## config.mk

```make
export PLATFORM = sky130hd
export DESIGN_NAME = seq_detect_moore
export DESIGN_NICKNAME = d
export VERILOG_FILES = /design/src/rtl/seq_detect_moore.sv
export SDC_FILE = /design/constraint.sdc
export NUM_CORES = 1
export LEC_CHECK = 0
export ABC_AREA = 1
export CAP_MARGIN = 15
export CORE_MARGIN = 3
export CORE_UTILIZATION = 48
export DETAILED_ROUTE_END_ITERATION = 8
export PLACE_DENSITY = 0.93
export SLEW_MARGIN = 20
export SYNTH_ARGS = -nofsm -noshare
export SYNTH_HDL_FRONTEND = slang
export SYNTH_SLANG_ARGS = --single-unit
```

## constraint.sdc

```tcl
create_clock -name clk_i -period 2.04 [get_ports clk_i]
set_input_delay 0.408 -clock clk_i [delete_from_list [all_inputs] [get_ports clk_i]]
set_output_delay 0.408 -clock clk_i [all_outputs]
set_load 0.03 [all_outputs]
```

## src/rtl/seq_detect_moore.sv

```systemverilog
// Moore serial sequence detector with loadable pattern, overlap control and fill tracking.
// Optional match counter is enabled by defining SEQ_DETECT_COUNT_EN.
module seq_detect_moore #(
    parameter int WIDTH = 4,
    parameter int CNT_W = 8
) (
    input  logic                           clk_i,
    input  logic                           rst_i,
    input  logic                           en_i,
    input  logic                           sin_i,
    input  logic                           pat_load_i,
    input  logic [WIDTH-1:0]               pattern_i,
    input  logic                           overlap_i,
    output logic                           sout_o,
    output logic [$clog2(WIDTH+1)-1:0]     fill_o,
    output logic [CNT_W-1:0]               match_cnt_o
);

    localparam int FW = $clog2(WIDTH+1);
    localparam logic [FW-1:0] FULL = FW'(WIDTH);

    typedef enum logic [1:0] {
        S_EMPTY = 2'd0,
        S_FILL  = 2'd1,
        S_ARMED = 2'd2,
        S_HIT   = 2'd3
    } state_t;

    state_t            state_q, state_d;
    logic [WIDTH-1:0]  pat_q, pat_d;
    logic [WIDTH-1:0]  hist_q, hist_d;
    logic [FW-1:0]     fill_q, fill_d;
    logic [FW-1:0]     fill_base;

    always_ff @(posedge clk_i or posedge rst_i) begin
        if (rst_i) begin
            state_q <= S_EMPTY;
            pat_q   <= '0;
            hist_q  <= '0;
            fill_q  <= '0;
        end else begin
            state_q <= state_d;
            pat_q   <= pat_d;
            hist_q  <= hist_d;
            fill_q  <= fill_d;
        end
    end

    // Leaving S_HIT without overlap discards history, so a bit accepted
    // in that same cycle starts counting from an empty history.
    always_comb begin
        state_d   = state_q;
        pat_d     = pat_q;
        hist_d    = hist_q;
        fill_d    = fill_q;
        fill_base = fill_q;
        if (state_q == S_HIT && !overlap_i) begin
            fill_base = '0;
        end
        if (pat_load_i) begin
            pat_d   = pattern_i;
            fill_d  = '0;
            state_d = S_EMPTY;
        end else if (en_i) begin
            hist_d = {hist_q[WIDTH-2:0], sin_i};
            fill_d = (fill_base == FULL) ? FULL : fill_base + FW'(1);
            if (fill_d == FULL && hist_d == pat_q) begin
                state_d = S_HIT;
            end else if (fill_d == FULL) begin
                state_d = S_ARMED;
            end else begin
                state_d = S_FILL;
            end
        end else if (state_q == S_HIT) begin
            if (overlap_i) begin
                state_d = S_ARMED;
                fill_d  = FULL;
            end else begin
                state_d = S_EMPTY;
                fill_d  = '0;
            end
        end
    end

    assign sout_o = (state_q == S_HIT);
    assign fill_o = fill_q;

`ifdef SEQ_DETECT_COUNT_EN
    logic [CNT_W-1:0] cnt_q, cnt_d;

    // Every match drives state_d to S_HIT, including back-to-back matches.
    always_comb begin
        cnt_d = cnt_q;
        if (pat_load_i) begin
            cnt_d = '0;
        end else if (state_d == S_HIT && cnt_q != {CNT_W{1'b1}}) begin
            cnt_d = cnt_q + CNT_W'(1);
        end
    end

    always_ff @(posedge clk_i or posedge rst_i) begin
        if (rst_i) begin
            cnt_q <= '0;
        end else begin
            cnt_q <= cnt_d;
        end
    end

    assign match_cnt_o = cnt_q;
`else
    assign match_cnt_o = '0;
`endif

endmodule

```

==> images/zoom.png <==
Region (10, 1) to (35, 26) um. Cells in grey, sequential cells in the stronger grey; small squares are vias.
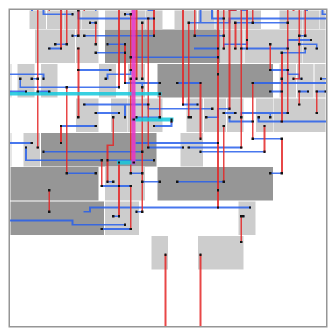
layer	colour
met1	blue
met3	cyan
met2	red
met4	magenta
most frequent	nand2_1 (11), inv_1 (6), dfrtp_1 (6)
netlist names of flops here include	fill_o (2), hist_q (2), pat_q (2)
cells with their middle in the window	44
sequential cells in the window	6

==> CHANGELOG.md <==
## Flow update

- Crit-path max cell delay: roughly 0.66 ns
- CP max FO: 3
- CP endpoint: sout_o
- Synth Warn #: 0
- Layout cells sized above 1: 11.1%
- Num CTS Buffers: 3
- Simple Share, Synth: roughly 28%
- Seq. cell area: roughly 300 um^2
- Post-Syn Area: about 710 um^2
- Max FFs per register: 4
- Comb gates: approximately 67
- Core Box Area: approximately 0.0014 mm^2
- Multi-input combinational area share: between 30% and 40%
- First-pass GRT wire length: about 2100 um
- Seq/Total Area, Yosys: a little over two fifths
- Power Total: ~580 uW
- Fin Setup TNS: 0 ns
- # port buffers: 13
- Row count: 13
- MUX area fraction: 0%
- Fin crit share: approximately 93%
- Ys async rst share: 100%
- Yosys xor share: just under 5%
- Top routing layer used: met4
- Crit path launch: state_q[1]
- Reg2reg path depth: 10
- Largest net degree at the start of global routing: 13
- ANT nets after route: 0
- Yosys cell types: 16
- Critical-path cell list: nand2_1 -> inv_1 -> clkdlybuf4s50_1
- Initial antenna violation count: 0
- # Max-Cap Violations: 0
- Synthesized flop and latch total: 12
- Gate power share: 26.3%
- Fmax: roughly 530 MHz
- Top Consumer: sequential cells
- Largest class: logic gates
- Sequential group power: around 280 uW
- Total grt overflow: 0
- Metal3 WL: approximately 79 um
- Most common reg cell: dfrtp_1
- Flip-flops with a built-in enable: 0
- Post-Syn Area per Cell: roughly 7.6 um^2
- Post-route DRC: 0
- Final std cells w/o fill: 123
- Fin util: between 60% and 70%
- Logic family by area: simple AND/OR/NAND/NOR gates
- RSZ-0062 raised after global routing: no
- HPWL after DPL: ~1000 um
- YS chip area: between 700 and 800 um^2
- Int Pwr: slightly below 400 uW
- PnR worst setup slack: 0.150 ns
- Power Dens Cells: between 600 and 700 mW/mm^2
- CTS tree: built
- CP top delay family: buffers and inverters
- Final setup violation count: 0
- Syn-to-layout area delta: 19.4%
- AND-OR/OR-AND Cells, Area Fraction: around 5.1%
- Worst path required time: between 1.5 and 2 ns
- WP data arrival: roughly 1.5 ns
- Diode count: 0
- Final GP Congestion: ~0.76
- Cell area leaders: dfrtp_1 42%, nand2_1 18%, buf_4 8.5%
- Vias in the first global route: about 520
- Fin crit period: roughly 1.9 ns
- Levels on crit path: 3
- M1 WL: between 500 and 600 um
- Boundary pin count: 22
- Critical Path Source Type: register
- Largest area contributor in the netlist: dfrtp_1
- Die width: between 40 and 50 um
- Final hold vios: 0
- Top cell excl fill/tap: nand2_1
- VDD IR max: between 400 and 500 uV
- CTS sink cnt: 12
- Number of fill cells: between 100 and 150
- Late-Pin Clk Latency: roughly 0.27 ns
- Total Routing Usage GR: about 15%
- Seq/total area: between 30 and 40%
- Clk slew on worst S/H paths: about 0.07 ns
- Largest reg by FF count: pat_q
- Clk buf depth: 2
- CP endpoint kind: primary output
- Via density: roughly 4.7
- Outcome: completed
- Post-Place Worst Slack: 0.0840 ns
- Area share, top type: between 40% and 50%
- Post-CTS Resized: 0
- Routed len/inst: just under 10 um
- RR Endpoint: state_q[0]
- GRT met2 Usage: 22.7%
- Clk. pwr: 141 uW
- Clock skew: between 0.004 and 0.005 ns
- Met1 usage in global routing: between 15 and 20%
- Placed cell area: 825 um^2
- WHS: 0.445 ns
- Chip height: 44.4 um
- CTS Hold Buffers Added: 0
- Finished layout cell area: 847 um^2
- Pre-Repair DR Iteration Count: 3
- Most common cell in the netlist: nand2_1
- P_leak: between 0.0004 and 0.0005 uW
- Comb pwr: roughly 150 uW
- Sequential Power Share: ~50%
- Worst hold path type: in -> async
==> images/gate_families.png <==
Scale: 6 px per um.
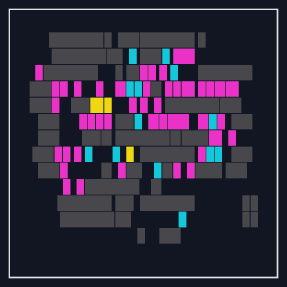
family	colour	cells	most used
NOR gates	yellow	3	nor2_1
inverters	cyan	13	inv_1
NAND gates	magenta	43	nand2_1

Power and IR drop assume default switching activity.
